File: src/rtl/pll_lock_supervisor.sv
// pll_lock_supervisor
// Fabric-side supervisor for the ECP5 EHXPLLL. Pulses the PLL RST input,
// waits for a stable LOCK, then releases the TMDS-domain reset and, after a
// short gap, the pixel-domain reset. A lock loss while running asserts both
// resets again and is counted. A lock that never arrives re-resets the PLL.
// Runs from the 25 MHz board clock, which stays alive while the PLL is unlocked.
//
// Build option: define LOCK_GLITCH_FILTER_EN to ignore lock dropouts shorter
// than four cycles while in RELEASE or RUN. Without it, a single unlocked
// cycle is treated as a loss.

module pll_lock_supervisor #(
    parameter int SYNC_STAGES    = 2,
    parameter int STABLE_CYCLES  = 1024,
    parameter int RELEASE_GAP    = 16,
    parameter int LOCK_TIMEOUT   = 250000,
    parameter int PLL_RST_CYCLES = 32,
    parameter int CNT_W          = 8
) (
    input  logic             clk_25MHz,
    input  logic             rst_n,
    input  logic             locked,
    input  logic             clear_stats,
    output logic             pll_rst,
    output logic             rst_tmds_n,
    output logic             rst_pix_n,
    output logic             pll_ok,
    output logic [CNT_W-1:0] lock_loss_count,
    output logic             timeout_seen
);

    // Each counter runs 0 .. limit-1, so $clog2(limit) bits suffice (min 1).
    localparam int RST_W  = (PLL_RST_CYCLES > 1) ? $clog2(PLL_RST_CYCLES) : 1;
    localparam int TO_W   = (LOCK_TIMEOUT   > 1) ? $clog2(LOCK_TIMEOUT)   : 1;
    localparam int STAB_W = (STABLE_CYCLES  > 1) ? $clog2(STABLE_CYCLES)  : 1;
    localparam int REL_W  = (RELEASE_GAP    > 1) ? $clog2(RELEASE_GAP)    : 1;

    localparam logic [RST_W-1:0]  RST_LAST  = RST_W'(PLL_RST_CYCLES - 1);
    localparam logic [TO_W-1:0]   TO_LAST   = TO_W'(LOCK_TIMEOUT - 1);
    localparam logic [STAB_W-1:0] STAB_LAST = STAB_W'(STABLE_CYCLES - 1);
    localparam logic [REL_W-1:0]  REL_LAST  = REL_W'(RELEASE_GAP - 1);
    localparam logic [CNT_W-1:0]  CNT_MAX   = {CNT_W{1'b1}};

    // Reject illegal parameterisations at elaboration time.
    if (SYNC_STAGES < 2) begin : g_bad_sync
        $error("pll_lock_supervisor: SYNC_STAGES must be at least 2");
    end
    if (STABLE_CYCLES < 1) begin : g_bad_stable
        $error("pll_lock_supervisor: STABLE_CYCLES must be at least 1");
    end
    if (RELEASE_GAP < 1) begin : g_bad_gap
        $error("pll_lock_supervisor: RELEASE_GAP must be at least 1");
    end
    if (LOCK_TIMEOUT < 1) begin : g_bad_timeout
        $error("pll_lock_supervisor: LOCK_TIMEOUT must be at least 1");
    end
    if (PLL_RST_CYCLES < 1) begin : g_bad_rst
        $error("pll_lock_supervisor: PLL_RST_CYCLES must be at least 1");
    end
    if (CNT_W < 1) begin : g_bad_cnt
        $error("pll_lock_supervisor: CNT_W must be at least 1");
    end

    typedef enum logic [2:0] {
        ST_PLL_RESET = 3'd0,
        ST_WAIT_LOCK = 3'd1,
        ST_STABLE    = 3'd2,
        ST_RELEASE   = 3'd3,
        ST_RUN       = 3'd4,
        ST_LOSS      = 3'd5
    } state_t;

    state_t                 state_r;
    state_t                 next_state_s;
    logic [SYNC_STAGES-1:0] sync_r;
    logic                   lk_s;
    logic                   loss_s;
    logic                   timeout_hit_s;
    logic                   loss_evt_s;
    logic [RST_W-1:0]       rst_cnt_r;
    logic [TO_W-1:0]        to_cnt_r;
    logic [STAB_W-1:0]      stab_cnt_r;
    logic [REL_W-1:0]       rel_cnt_r;
    logic                   pll_rst_r;
    logic                   rst_tmds_n_r;
    logic                   rst_pix_n_r;
    logic                   pll_ok_r;
    logic [CNT_W-1:0]       loss_cnt_r;
    logic                   timeout_seen_r;

    // Bring the asynchronous PLL LOCK into the board clock domain.
    always_ff @(posedge clk_25MHz or negedge rst_n) begin
        if (!rst_n) begin
            sync_r <= {SYNC_STAGES{1'b0}};
        end else begin
            sync_r <= {sync_r[SYNC_STAGES-2:0], locked};
        end
    end

    assign lk_s = sync_r[SYNC_STAGES-1];

`ifdef LOCK_GLITCH_FILTER_EN
    logic [1:0] filt_cnt_r;

    // A loss is only declared on the fourth consecutive unlocked cycle.
    assign loss_s = !lk_s && (filt_cnt_r == 2'd3);

    // Count consecutive unlocked cycles while the downstream logic is released.
    always_ff @(posedge clk_25MHz or negedge rst_n) begin
        if (!rst_n) begin
            filt_cnt_r <= 2'd0;
        end else if ((state_r == ST_RELEASE || state_r == ST_RUN) && !lk_s && !loss_s) begin
            filt_cnt_r <= filt_cnt_r + 2'd1;
        end else begin
            filt_cnt_r <= 2'd0;
        end
    end
`else
    assign loss_s = !lk_s;
`endif

    // Current state register.
    always_ff @(posedge clk_25MHz or negedge rst_n) begin
        if (!rst_n) begin
            state_r <= ST_PLL_RESET;
        end else begin
            state_r <= next_state_s;
        end
    end

    // Next-state decode; also flags a lock-timeout expiry.
    always_comb begin
        next_state_s  = state_r;
        timeout_hit_s = 1'b0;
        case (state_r)
            ST_PLL_RESET: begin
                if (rst_cnt_r == RST_LAST) begin
                    next_state_s = ST_WAIT_LOCK;
                end else begin
                    next_state_s = ST_PLL_RESET;
                end
            end
            ST_WAIT_LOCK: begin
                if (lk_s) begin
                    next_state_s = ST_STABLE;
                end else if (to_cnt_r == TO_LAST) begin
                    next_state_s  = ST_PLL_RESET;
                    timeout_hit_s = 1'b1;
                end else begin
                    next_state_s = ST_WAIT_LOCK;
                end
            end
            ST_STABLE: begin
                // A dropout here is not a loss: lock simply was not stable yet.
                if (!lk_s) begin
                    next_state_s = ST_WAIT_LOCK;
                end else if (stab_cnt_r == STAB_LAST) begin
                    next_state_s = ST_RELEASE;
                end else begin
                    next_state_s = ST_STABLE;
                end
            end
            ST_RELEASE: begin
                if (loss_s) begin
                    next_state_s = ST_LOSS;
                end else if (rel_cnt_r == REL_LAST) begin
                    next_state_s = ST_RUN;
                end else begin
                    next_state_s = ST_RELEASE;
                end
            end
            ST_RUN: begin
                if (loss_s) begin
                    next_state_s = ST_LOSS;
                end else begin
                    next_state_s = ST_RUN;
                end
            end
            ST_LOSS: begin
                next_state_s = ST_WAIT_LOCK;
            end
            default: begin
                next_state_s = ST_PLL_RESET;
            end
        endcase
    end

    // LOSS is only ever entered from RELEASE or RUN, so entry marks one event.
    assign loss_evt_s = (next_state_s == ST_LOSS);

    // PLL reset pulse width counter; zero whenever the pulse is not running.
    always_ff @(posedge clk_25MHz or negedge rst_n) begin
        if (!rst_n) begin
            rst_cnt_r <= {RST_W{1'b0}};
        end else if (state_r == ST_PLL_RESET && next_state_s == ST_PLL_RESET) begin
            rst_cnt_r <= rst_cnt_r + RST_W'(1);
        end else begin
            rst_cnt_r <= {RST_W{1'b0}};
        end
    end

    // Lock timeout counter; restarts on every entry to WAIT_LOCK.
    always_ff @(posedge clk_25MHz or negedge rst_n) begin
        if (!rst_n) begin
            to_cnt_r <= {TO_W{1'b0}};
        end else if (state_r == ST_WAIT_LOCK && next_state_s == ST_WAIT_LOCK) begin
            to_cnt_r <= to_cnt_r + TO_W'(1);
        end else begin
            to_cnt_r <= {TO_W{1'b0}};
        end
    end

    // Consecutive-locked counter; any dropout sends the FSM away and clears it.
    always_ff @(posedge clk_25MHz or negedge rst_n) begin
        if (!rst_n) begin
            stab_cnt_r <= {STAB_W{1'b0}};
        end else if (state_r == ST_STABLE && next_state_s == ST_STABLE) begin
            stab_cnt_r <= stab_cnt_r + STAB_W'(1);
        end else begin
            stab_cnt_r <= {STAB_W{1'b0}};
        end
    end

    // Gap counter between TMDS and pixel reset release.
    always_ff @(posedge clk_25MHz or negedge rst_n) begin
        if (!rst_n) begin
            rel_cnt_r <= {REL_W{1'b0}};
        end else if (state_r == ST_RELEASE && next_state_s == ST_RELEASE) begin
            rel_cnt_r <= rel_cnt_r + REL_W'(1);
        end else begin
            rel_cnt_r <= {REL_W{1'b0}};
        end
    end

    // Registered outputs decoded from the next state, so they track the state.
    always_ff @(posedge clk_25MHz or negedge rst_n) begin
        if (!rst_n) begin
            pll_rst_r    <= 1'b1;
            rst_tmds_n_r <= 1'b0;
            rst_pix_n_r  <= 1'b0;
            pll_ok_r     <= 1'b0;
        end else begin
            pll_rst_r    <= (next_state_s == ST_PLL_RESET);
            rst_tmds_n_r <= (next_state_s == ST_RELEASE) || (next_state_s == ST_RUN);
            rst_pix_n_r  <= (next_state_s == ST_RUN);
            pll_ok_r     <= (next_state_s == ST_RUN);
        end
    end

    // Saturating lock-loss counter; a coincident clear keeps the new event.
    always_ff @(posedge clk_25MHz or negedge rst_n) begin
        if (!rst_n) begin
            loss_cnt_r <= {CNT_W{1'b0}};
        end else if (clear_stats) begin
            loss_cnt_r <= loss_evt_s ? CNT_W'(1) : {CNT_W{1'b0}};
        end else if (loss_evt_s && (loss_cnt_r != CNT_MAX)) begin
            loss_cnt_r <= loss_cnt_r + CNT_W'(1);
        end else begin
            loss_cnt_r <= loss_cnt_r;
        end
    end

    // Sticky timeout flag; a coincident clear keeps the new expiry.
    always_ff @(posedge clk_25MHz or negedge rst_n) begin
        if (!rst_n) begin
            timeout_seen_r <= 1'b0;
        end else if (timeout_hit_s) begin
            timeout_seen_r <= 1'b1;
        end else if (clear_stats) begin
            timeout_seen_r <= 1'b0;
        end else begin
            timeout_seen_r <= timeout_seen_r;
        end
    end

    assign pll_rst         = pll_rst_r;
    assign rst_tmds_n      = rst_tmds_n_r;
    assign rst_pix_n       = rst_pix_n_r;
    assign pll_ok          = pll_ok_r;
    assign lock_loss_count = loss_cnt_r;
    assign timeout_seen    = timeout_seen_r;

endmodule

File: config.mk
export PLATFORM = sky130hd
export DESIGN_NAME = pll_lock_supervisor
export DESIGN_NICKNAME = d
export VERILOG_FILES = /design/src/rtl/pll_lock_supervisor.sv
export SDC_FILE = /design/constraint.sdc
export NUM_CORES = 1
export LEC_CHECK = 0
export CORE_MARGIN = 2
export CORE_UTILIZATION = 30
export CTS_CLUSTER_DIAMETER = 200
export DETAILED_ROUTE_END_ITERATION = 12
export HOLD_SLACK_MARGIN = 0.12
export MAX_ROUTING_LAYER = met4
export PLACE_DENSITY_LB_ADDON = 0.3
export SETUP_SLACK_MARGIN = 0.05
export SYNTH_ARGS = -nofsm -noshare
export SYNTH_HDL_FRONTEND = slang
export SYNTH_SLANG_ARGS = --single-unit
File: constraint.sdc
create_clock -name clk_25MHz -period 2.7 [get_ports clk_25MHz]
set_input_delay 0.405 -clock clk_25MHz [delete_from_list [all_inputs] [get_ports clk_25MHz]]
set_output_delay 0.405 -clock clk_25MHz [all_outputs]
set_load 0.1 [all_outputs]
==> results.cfg, run 1 <==
; generated from flow reports
[outcome]
status = finished clean

[floorplanning]
die_area_um2 = 9140
rows = 33

[pwr]
maxPowerGroup = registers
total_power_w = 0.00185
comb_power_share = 0.203
p_leak_nw = 1.21

[synth]
adder_share = 0.0298
avgSynthCellArea_um2 = 10.2
async_reset_ff_frac = 1.00
synth_xor_xnor_area_share = 0.101

[place]
io_buffers = 16

[finish]
fin_nets = 277
largest_register_ffs = 18

[cts]
htree_levels = 2
cts_resized = 0

[sta]
fmax_mhz = 425
maxSlewHeadroom = 0.330

[setup_path]
cp_slowest_cell = a2111oi_0

[drt]
wl_met2_um = 2070
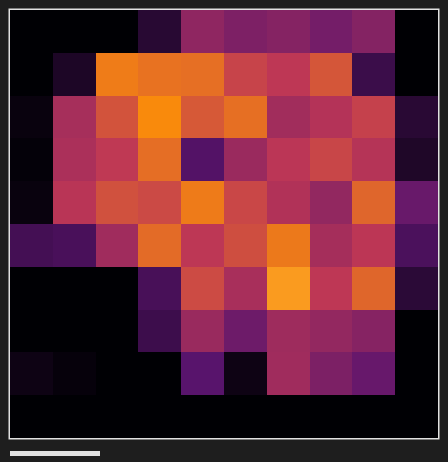
Figure 1: run 1, cell area per tile.
The bar under the picture is 20 µm long. The die is cut into 10 by 10 equal tiles; black is low, pale yellow is high, 0 to 100% covered.
fullest tile: 78%
tiles over 75% full: 1.0%
nearly empty tiles: 28%
Finished Core Util: 0.351
core footprint: 8180 µm²
fp util: 0.308

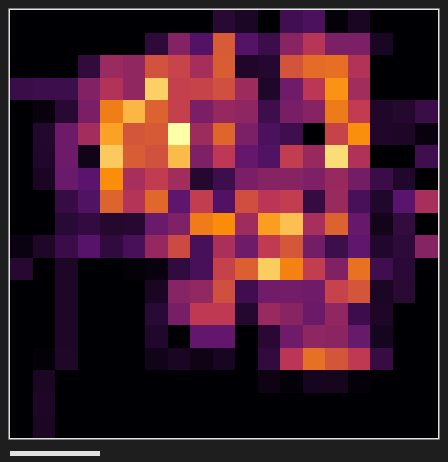
Figure 2: run 1, wire density map.
The bar under the picture is 20 µm long. The die is cut into 19 by 19 equal tiles; black is low, pale yellow is high, scaled to the fullest tile. Values are wire area over tile area, all layers added.
densest ninth of the die: centre
emptiest ninth of the die: south-west
fullest tile: 0.35
mean over tiles: 0.076
nearly empty tiles: 36%
total routed wirelength: 4500 µm
total track usage: 0.114
post-DR wirelength/cell: 12.1 µm

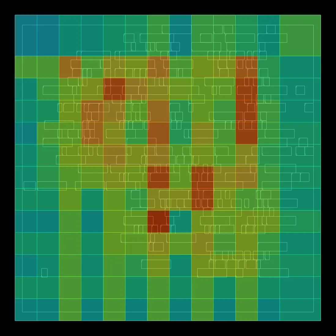
Figure 3: run 1, track usage over the die.
grt met1 use: 0.152
met3 Usage GRT: 0.0285
layer with the highest usage: met2

--- run 2 (diff from run 1) ---
--- a/config.mk
+++ b/config.mk
@@ -5,9 +5,8 @@
 export SDC_FILE = /design/constraint.sdc
 export NUM_CORES = 1
 export LEC_CHECK = 0
-export CORE_MARGIN = 2
+export CORE_MARGIN = 4
 export CORE_UTILIZATION = 30
-export CTS_CLUSTER_DIAMETER = 200
 export DETAILED_ROUTE_END_ITERATION = 12
 export HOLD_SLACK_MARGIN = 0.12
 export MAX_ROUTING_LAYER = met4
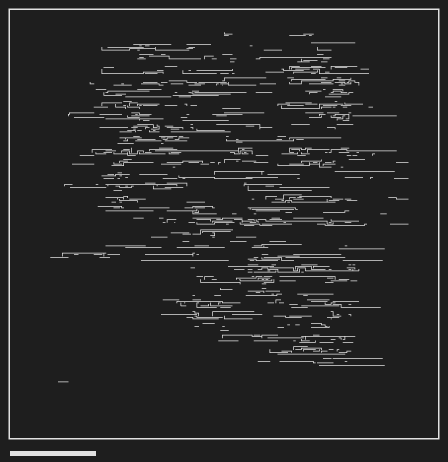
Figure 4: run 2, metal 1.
The bar under the picture is 20 µm long.
share of all routed wire: 49%
main direction: horizontal
longest straight run: 20.2 µm
grt met1 use: 0.122
via count: 1768
total routed wirelength: 4510 µm

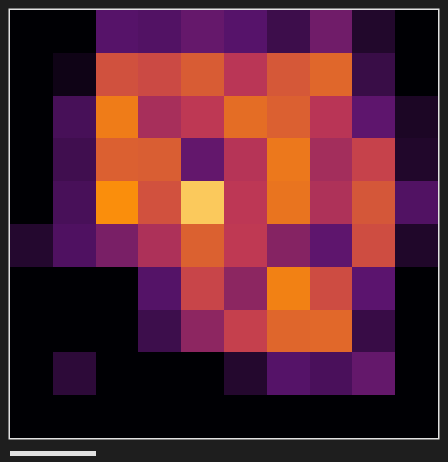
Figure 5: run 2, cell area per tile.
The bar under the picture is 20 µm long. The die is cut into 10 by 10 equal tiles; black is low, pale yellow is high, 0 to 100% covered.
tiles over 75% full: 2.0%
nearly empty tiles: 31%
mean over tiles: 28%
fullest tile: 88%

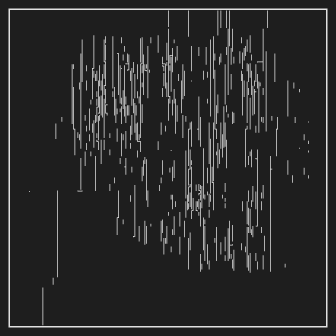
Figure 6: run 2, signal wires on met2.
wire length on this layer: 2060 µm
nets with wire on the layer: 216
main direction: vertical
longest straight run: 36.4 µm
share of all routed wire: 46%
GR Util met2: 0.153

==> run 2 against run 1 <==
Against the previous run:
- global-route usage down 1.6 points
- first-iteration DRC count is 15% lower
- via count rose by 0.74%
- total power is 0.68% higher
- maximum frequency down 1.4%
==> results.cfg, run 2 <==
; generated from flow reports
[global_route]
grt.total_usage = 0.0981
top_usage_layer = met2
grtUsageMet3 = 0.0288

[drt]
wl_met2_um = 2060
wl_per_cell_um = 12.1

[synth]
adder_share = 0.0298
avgSynthCellArea_um2 = 10.2
async_reset_ff_frac = 1.00

[outcome]
status = finished clean

[cts]
cts_resized = 0

[floorplanning]
core_um2 = 8180
initCoreUtil = 0.308
rows = 33

[finish]
fin_nets = 277
final_core_utilization = 0.351

[setup_path]
cp_slowest_cell = a2111oi_0

[place]
io_buffers = 16

[pwr]
p_leak_nw = 1.21
maxPowerGroup = registers

[sta]
fmax_mhz = 419
Power is estimated from default activity; no workload was simulated.
